### src/rtl/vga_scan_ctrl_if.sv
// Signal bundle between the raster scan controller, the renderer and the VGA pins.
// The master side is the scan controller, the slave side is the renderer / pin consumer.
interface vga_scan_ctrl_if;
  logic [9:0]  xpos;
  logic [9:0]  ypos;
  logic [2:0]  red_in;
  logic [2:0]  green_in;
  logic [1:0]  blue_in;
  logic        test_en;
  logic [2:0]  vga_r;
  logic [2:0]  vga_g;
  logic [1:0]  vga_b;
  logic        vga_hs;
  logic        vga_vs;
  logic        frame_start;
  logic [15:0] frame_cnt;

  modport master (
    output xpos, ypos, vga_r, vga_g, vga_b, vga_hs, vga_vs, frame_start, frame_cnt,
    input  red_in, green_in, blue_in, test_en
  );

  modport slave (
    input  xpos, ypos, vga_r, vga_g, vga_b, vga_hs, vga_vs, frame_start, frame_cnt,
    output red_in, green_in, blue_in, test_en
  );
endinterface

### src/rtl/vga_scan_ctrl.sv
// Raster scan controller: pixel/line counters, delay-matched sync and blanking,
// registered colour to the pins, frame pulse/counter and a colour-bar test mode.
module vga_scan_ctrl #(
  parameter int H_VIS   = 640,
  parameter int H_FP    = 16,
  parameter int H_SYNC  = 96,
  parameter int H_BP    = 48,
  parameter int V_VIS   = 480,
  parameter int V_FP    = 10,
  parameter int V_SYNC  = 2,
  parameter int V_BP    = 33,
  parameter int RGB_LAT = 0
) (
  input  logic                   clk,
  input  logic                   rst_n,
  vga_scan_ctrl_if.master        bus
);

  localparam int H_TOTAL = H_VIS + H_FP + H_SYNC + H_BP;
  localparam int V_TOTAL = V_VIS + V_FP + V_SYNC + V_BP;
  localparam int BAR_W   = 80;

  localparam logic [9:0] X_VIS    = 10'(H_VIS);
  localparam logic [9:0] X_HS_BEG = 10'(H_VIS + H_FP);
  localparam logic [9:0] X_HS_END = 10'(H_VIS + H_FP + H_SYNC - 1);
  localparam logic [9:0] X_LAST   = 10'(H_TOTAL - 1);
  localparam logic [9:0] Y_VIS    = 10'(V_VIS);
  localparam logic [9:0] Y_VS_BEG = 10'(V_VIS + V_FP);
  localparam logic [9:0] Y_VS_END = 10'(V_VIS + V_FP + V_SYNC - 1);
  localparam logic [9:0] Y_LAST   = 10'(V_TOTAL - 1);
  localparam logic [6:0] BAR_LAST = 7'(BAR_W - 1);

  // Per-pixel attributes that must travel alongside the renderer latency.
  typedef struct packed {
    logic       vis;
    logic       hs_n;
    logic       vs_n;
    logic [2:0] bar;
  } scan_t;

  localparam scan_t SCAN_IDLE = '{vis: 1'b0, hs_n: 1'b1, vs_n: 1'b1, bar: 3'd0};

  logic [9:0]  r_x;
  logic [9:0]  r_y;
  logic [6:0]  r_bar_px;
  logic [2:0]  r_bar;
  logic        r_test;
  logic [2:0]  r_vga_r;
  logic [2:0]  r_vga_g;
  logic [1:0]  r_vga_b;
  logic        r_vga_hs;
  logic        r_vga_vs;
  logic [15:0] r_frame_cnt;

  logic        w_x_wrap;
  logic        w_y_wrap;
  logic        w_frame_start;
  scan_t       w_scan;
  scan_t       w_scan_d;
  logic [2:0]  w_r;
  logic [2:0]  w_g;
  logic [1:0]  w_b;

  assign w_x_wrap      = (r_x == X_LAST);
  assign w_y_wrap      = (r_y == Y_LAST);
  assign w_frame_start = (r_x == 10'd0) && (r_y == Y_VIS);

  // NOTE: state registers use non-blocking assignments so every flop samples
  // pre-edge values regardless of the order the always blocks are evaluated.
  always_ff @(posedge clk or negedge rst_n) begin
    if (!rst_n) begin
      r_x <= '0;
      r_y <= '0;
    end else if (w_x_wrap) begin
      r_x <= '0;
      r_y <= w_y_wrap ? 10'd0 : r_y + 10'd1;
    end else begin
      r_x <= r_x + 10'd1;
    end
  end

  // Bar index tracks x/80 with a sub-counter instead of a divider.
  always_ff @(posedge clk or negedge rst_n) begin
    if (!rst_n) begin
      r_bar_px <= '0;
      r_bar    <= '0;
    end else if (w_x_wrap) begin
      r_bar_px <= '0;
      r_bar    <= '0;
    end else if (r_bar_px == BAR_LAST) begin
      r_bar_px <= '0;
      r_bar    <= r_bar + 3'd1;
    end else begin
      r_bar_px <= r_bar_px + 7'd1;
    end
  end

  // Test mode only changes on the frame wrap; the delayed pixels in flight at
  // that moment are in vertical blanking, so r_test need not be pipelined.
  always_ff @(posedge clk or negedge rst_n) begin
    if (!rst_n) begin
      r_test <= 1'b0;
    end else if (w_x_wrap && w_y_wrap) begin
      r_test <= bus.test_en;
    end
  end

  always_comb begin
    w_scan.vis  = (r_x < X_VIS) && (r_y < Y_VIS);
    w_scan.hs_n = !((r_x >= X_HS_BEG) && (r_x <= X_HS_END));
    w_scan.vs_n = !((r_y >= Y_VS_BEG) && (r_y <= Y_VS_END));
    w_scan.bar  = r_bar;
  end

  generate
    if (RGB_LAT == 0) begin : g_direct
      assign w_scan_d = w_scan;
    end else begin : g_pipe
      scan_t r_pipe [RGB_LAT];

      // NOTE: this small shift register is reset (unlike a RAM) because a
      // restarted scan must emit blank, sync-inactive pixels until it refills.
      always_ff @(posedge clk or negedge rst_n) begin
        if (!rst_n) begin
          for (int i = 0; i < RGB_LAT; i++) r_pipe[i] <= SCAN_IDLE;
        end else begin
          r_pipe[0] <= w_scan;
          for (int i = 1; i < RGB_LAT; i++) r_pipe[i] <= r_pipe[i-1];
        end
      end

      assign w_scan_d = r_pipe[RGB_LAT-1];
    end
  endgenerate

  // NOTE: every output of this block gets a default first so no latch is inferred.
  always_comb begin
    w_r = '0;
    w_g = '0;
    w_b = '0;
    if (w_scan_d.vis) begin
      if (r_test) begin
        w_r = {3{w_scan_d.bar[2]}};
        w_g = {3{w_scan_d.bar[1]}};
        w_b = {2{w_scan_d.bar[0]}};
      end else begin
        w_r = bus.red_in;
        w_g = bus.green_in;
        w_b = bus.blue_in;
      end
    end
  end

  always_ff @(posedge clk or negedge rst_n) begin
    if (!rst_n) begin
      r_vga_r  <= '0;
      r_vga_g  <= '0;
      r_vga_b  <= '0;
      r_vga_hs <= 1'b1;
      r_vga_vs <= 1'b1;
    end else begin
      r_vga_r  <= w_r;
      r_vga_g  <= w_g;
      r_vga_b  <= w_b;
      r_vga_hs <= w_scan_d.hs_n;
      r_vga_vs <= w_scan_d.vs_n;
    end
  end

  always_ff @(posedge clk or negedge rst_n) begin
    if (!rst_n) begin
      r_frame_cnt <= '0;
    end else if (w_frame_start) begin
      r_frame_cnt <= r_frame_cnt + 16'd1;
    end
  end

  assign bus.xpos        = r_x;
  assign bus.ypos        = r_y;
  assign bus.vga_r       = r_vga_r;
  assign bus.vga_g       = r_vga_g;
  assign bus.vga_b       = r_vga_b;
  assign bus.vga_hs      = r_vga_hs;
  assign bus.vga_vs      = r_vga_vs;
  assign bus.frame_start = w_frame_start;
  assign bus.frame_cnt   = r_frame_cnt;

endmodule

### src/flat_wrapper.sv
// flat-port wrapper written by rule: the top's interface ports become plain ports
module vga_scan_ctrl_flat 
#(
  parameter int H_VIS   = 640,
  parameter int H_FP    = 16,
  parameter int H_SYNC  = 96,
  parameter int H_BP    = 48,
  parameter int V_VIS   = 480,
  parameter int V_FP    = 10,
  parameter int V_SYNC  = 2,
  parameter int V_BP    = 33,
  parameter int RGB_LAT = 0
)
  (clk, rst_n, bus_xpos, bus_ypos, bus_vga_r, bus_vga_g, bus_vga_b, bus_vga_hs, bus_vga_vs, bus_frame_start, bus_frame_cnt, bus_red_in, bus_green_in, bus_blue_in, bus_test_en);
  vga_scan_ctrl_if bus_i ();
  input  logic clk;
  input  logic rst_n;
  output wire logic [$bits(bus_i.xpos)-1:0] bus_xpos;
  output wire logic [$bits(bus_i.ypos)-1:0] bus_ypos;
  output wire logic [$bits(bus_i.vga_r)-1:0] bus_vga_r;
  output wire logic [$bits(bus_i.vga_g)-1:0] bus_vga_g;
  output wire logic [$bits(bus_i.vga_b)-1:0] bus_vga_b;
  output wire logic [$bits(bus_i.vga_hs)-1:0] bus_vga_hs;
  output wire logic [$bits(bus_i.vga_vs)-1:0] bus_vga_vs;
  output wire logic [$bits(bus_i.frame_start)-1:0] bus_frame_start;
  output wire logic [$bits(bus_i.frame_cnt)-1:0] bus_frame_cnt;
  input wire logic [$bits(bus_i.red_in)-1:0] bus_red_in;
  input wire logic [$bits(bus_i.green_in)-1:0] bus_green_in;
  input wire logic [$bits(bus_i.blue_in)-1:0] bus_blue_in;
  input wire logic [$bits(bus_i.test_en)-1:0] bus_test_en;
  assign bus_xpos = bus_i.xpos;
  assign bus_ypos = bus_i.ypos;
  assign bus_vga_r = bus_i.vga_r;
  assign bus_vga_g = bus_i.vga_g;
  assign bus_vga_b = bus_i.vga_b;
  assign bus_vga_hs = bus_i.vga_hs;
  assign bus_vga_vs = bus_i.vga_vs;
  assign bus_frame_start = bus_i.frame_start;
  assign bus_frame_cnt = bus_i.frame_cnt;
  assign bus_i.red_in = bus_red_in;
  assign bus_i.green_in = bus_green_in;
  assign bus_i.blue_in = bus_blue_in;
  assign bus_i.test_en = bus_test_en;
  vga_scan_ctrl #(.H_VIS(H_VIS), .H_FP(H_FP), .H_SYNC(H_SYNC), .H_BP(H_BP), .V_VIS(V_VIS), .V_FP(V_FP), .V_SYNC(V_SYNC), .V_BP(V_BP), .RGB_LAT(RGB_LAT)) u_core (.clk(clk), .rst_n(rst_n), .bus(bus_i));
endmodule
### config.mk
export PLATFORM = sky130hd
export DESIGN_NAME = vga_scan_ctrl_flat
export DESIGN_NICKNAME = d
export VERILOG_FILES = /design/src/rtl/vga_scan_ctrl_if.sv /design/src/rtl/vga_scan_ctrl.sv /design/src/flat_wrapper.sv
export SDC_FILE = /design/constraint.sdc
export NUM_CORES = 1
export LEC_CHECK = 0
export CORE_ASPECT_RATIO = 2
export CORE_MARGIN = 4
export CORE_UTILIZATION = 40
export DETAILED_ROUTE_END_ITERATION = 10
export GPL_ROUTABILITY_DRIVEN = 0
export PLACE_DENSITY_LB_ADDON = 0.3
export SYNTH_ARGS = -nofsm -noshare
export SYNTH_HDL_FRONTEND = slang
export SYNTH_SLANG_ARGS = --single-unit
### constraint.sdc
create_clock -name clk -period 2.65 [get_ports clk]
set_clock_uncertainty 0.1 [all_clocks]
set_input_delay 0.53 -clock clk [delete_from_list [all_inputs] [get_ports clk]]
set_output_delay 0.53 -clock clk [all_outputs]
set_load 0.02 [all_outputs]
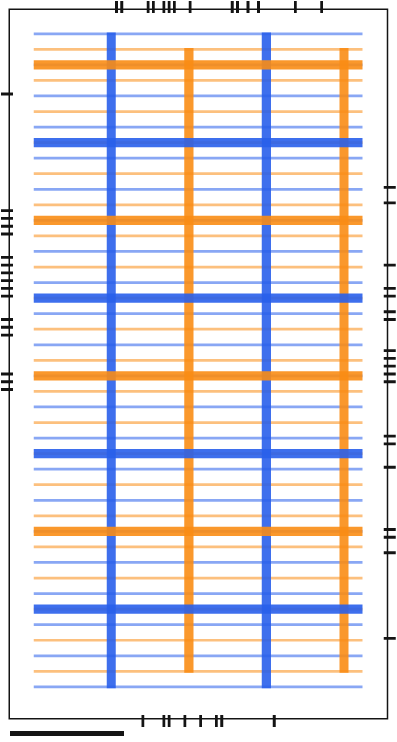
(images/floorplan.png)
The bar under the picture is 20 um long. Pins as bars on the die edge.
Blue stands for VSS. Orange stands for VDD.
8 straps on met5. 43 met1 rails follow the rows. 58 signal pins sit on the boundary. 4 straps on met4. The core has 42 rows.
core area: 0.006569 mm^2
Die W: 65.92 um
Max rail drop VDD: 0.3181 mV
Die Y: 123.8 um

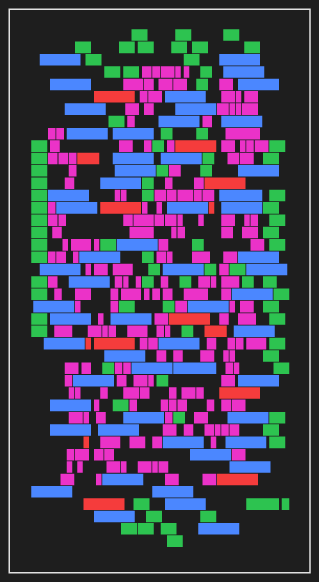
(images/class_map.png)
Green stands for remaining buffers and delay cells, cells 80, share of their area 20%. Magenta stands for remaining logic cells, cells 189, share of their area 34%. Red stands for clock drivers and dummy loads, cells 14, share of their area 7.2%. Blue stands for registers, cells 57, share of their area 39%.
sequential share of cell area: 0.3762
row count: 42

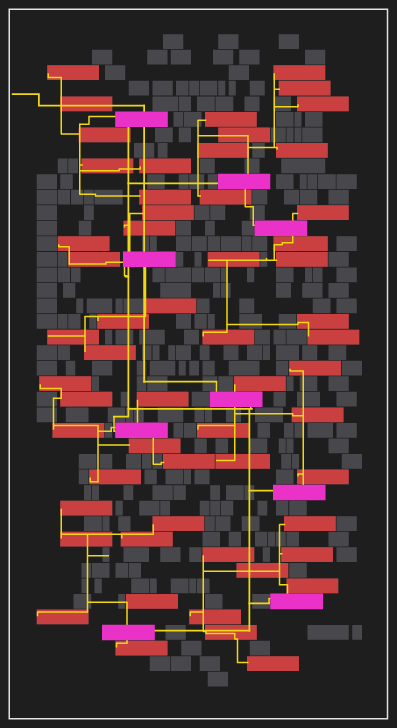
(images/clock_wires.png)
Red stands for flip-flops, count 57. Magenta stands for clock-net drivers, count 9. Yellow stands for clock wires, length 784 um.
There are 10 routed clock nets.
Latency at later pin: 0.32 ns
power share of the clock group: 0.519

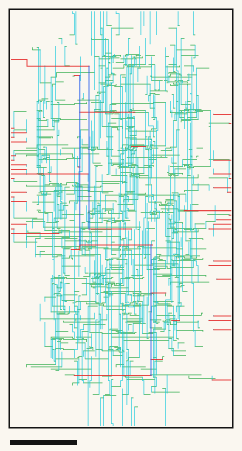
(images/layers.png)
The bar under the picture is 20 um long.
Blue stands for M4, wire length 137 um. Green stands for M1, wire length 2250 um. Red stands for M3, wire length 280 um. Cyan stands for M2, wire length 3600 um.
final WL: 6263 um
detailed-route via count: 2168
gr usage total: 0.1731

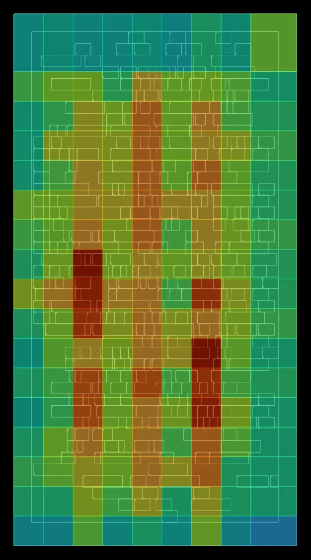
(images/congestion_map.png)
WL per Instance: 14.63 um
Finished Core Util: 0.5783

==> results_slide.txt <==
Synthesis and Place & Route Summary

Final layout
  • Clock-cell share: 0.06950
  • Share of post-route cells with drive strength above 1: 0.1382
  • Mi-comb count: approximately 180
  • Ant diodes: 0
  • Reg area: between 0.001 and 0.0015 mm^2
  • Nets: 356
  • Inverters: 10
  • Plain + repair buffers: roughly 80
  • Max reg flops: 16
  • Design Area, Final: ~0.0038 mm^2
  • Clock buf count: 14
  • Flop count: 57
  • Largest cell class by area: flip-flops and latches
  • Fill count: between 500 and 600
  • Most frequent logic cells in the routed design: clkdlybuf4s50_1 (55), dfrtp_1 (55), buf_4 (22), nand3_1 (20), xor2_1 (20)
  • Non-clock buffer share: 0.1973
  • Logic share of the area: 0.3182
  • Gate Area: 0.001209 mm^2
  • Final Non-Filler Cells: 428

Yosys
  • Mux share: 0.01958
  • Sequential area share after synthesis: 0.5324
  • Simple-Gate Fraction of Synth Area: 0.2420
  • Yosys cell count: 250
  • Yosys chip area: 0.002684 mm^2
  • Synth Net Count: 269
  • Comb area leader: simple AND/OR/NAND/NOR gates
  • Area leader share: 0.5128
  • Ys async rst share: 1.000
  • Post-synth EDFFs: 0
  • Mapped Cells: 250
  • Commonest cells in the netlist: dfrtp_1 (55), nand3_1 (20), xor2_1 (20)
  • Mapped Avg Cell Area: 10.74 um^2
  • Synth top cell by count: dfrtp_1
  • Commonest flop: dfrtp_1
  • Yosys adder share: 0.03730
  • Synth Cell Area: ~0.0027 mm^2
  • Yosys aoi share: 0.03823
  • Synth warn: 0
  • Cell type with the largest total area: dfrtp_1

Drt
  • WL met1: 2250 um
  • Vias per inst: 5.065
  • Top Layer Used: met4
  • DRC errors left: 0
  • Post-DRT Antenna Nets: 0
  • Iter 0 DRT Violations: 104
  • Pre-Repair DR Iteration Count: 4
  • Met3 routed WL: 279 um

STA
  • Fin crit share: 0.9468
  • RSZ-0062 raised after global routing: no
  • Hold slack: 0.1019 ns
  • Max-slew headroom: 0.6455
  • Setup TNS: 0 ns
  • Final-report hold violation count: 0
  • F_max: 398.5 MHz
  • Worst Tran Pin Value: 0.5269 ns
  • Final number of setup-violating endpoints: 0
  • Max-slew violation count: 0
  • Final min period: 2.509 ns

Outcome
  • Status: finished, final reports clean

Pwr
  • Psw: 0.3809 mW
  • P_seq: 0.881 mW
  • Max power group: clock
  • Comb power: 0.0612 mW
  • Cell internal pwr: 1.579 mW
  • Leakage: 1.726 nW
  • PD cells: 515.8 mW/mm^2
  • P_clk: 1.02 mW
  • Pwr Total: 1.959 mW
  • Combinational share of power: 0.031

GRT
  • Gr busiest metal: met2
  • Initial antenna violation count: 0
  • Grt met1 use: 0.1726
  • Largest net degree at the start of global routing: 58
  • Grt met2 use: 0.3180
  • Vias in the first global route: 2256
  • Grt ovf: 0
  • First-pass GRT wire length: roughly 10000 um

Floorplanning
  • FP Util: 0.4086
  • Chip area: 0.008164 mm^2
  • N_taps: 88
  • I/O pin count: slightly below 60

Critical path
  • CP Capture Type: primary output
  • Reg-to-Reg Start: u_core.bus.xpos[5]
  • Crit path depth: 7
  • Slowest-stage cell, CP: dfrtp_1
  • Crit Path Category: register to primary output
  • Slowest Stage Delay on Critical Path: 0.37 ns
  • Critical Path Sink: bus_frame_start
  • Flop2flop setup slack: between 0.4 and 0.5 ns
  • Critical path launch point: u_core.bus.xpos[1]
  • Crit path DAT: ~1.9 ns
  • Reg2reg end: u_core.r_test
  • Worst reg2reg path depth: 5
  • Startpoint Class: register
  • CP bufs+invs: 3

Flow run
  • OpenROAD warning count: 29
  • Max-Cap Viols: 0

CTS
  • H-tree levels: 3
  • Clock tree buffer depth: 2
  • Hold_buf cts: 0
  • CTS Buf Count: 9
  • Clock sink count: 57
  • PostCTS Resize Cnt: 2

Worst hold path
  • Hold WC Path Type: primary input to async pin

Placed design
  • Placed cell count: 414
  • DP HPWL: 4687 um
  • Placed inst area: 0.003530 mm^2
  • Number of I/O port buffers: between 50 and 60
Power figures rest on the tool's default switching activity, not on a simulated workload.
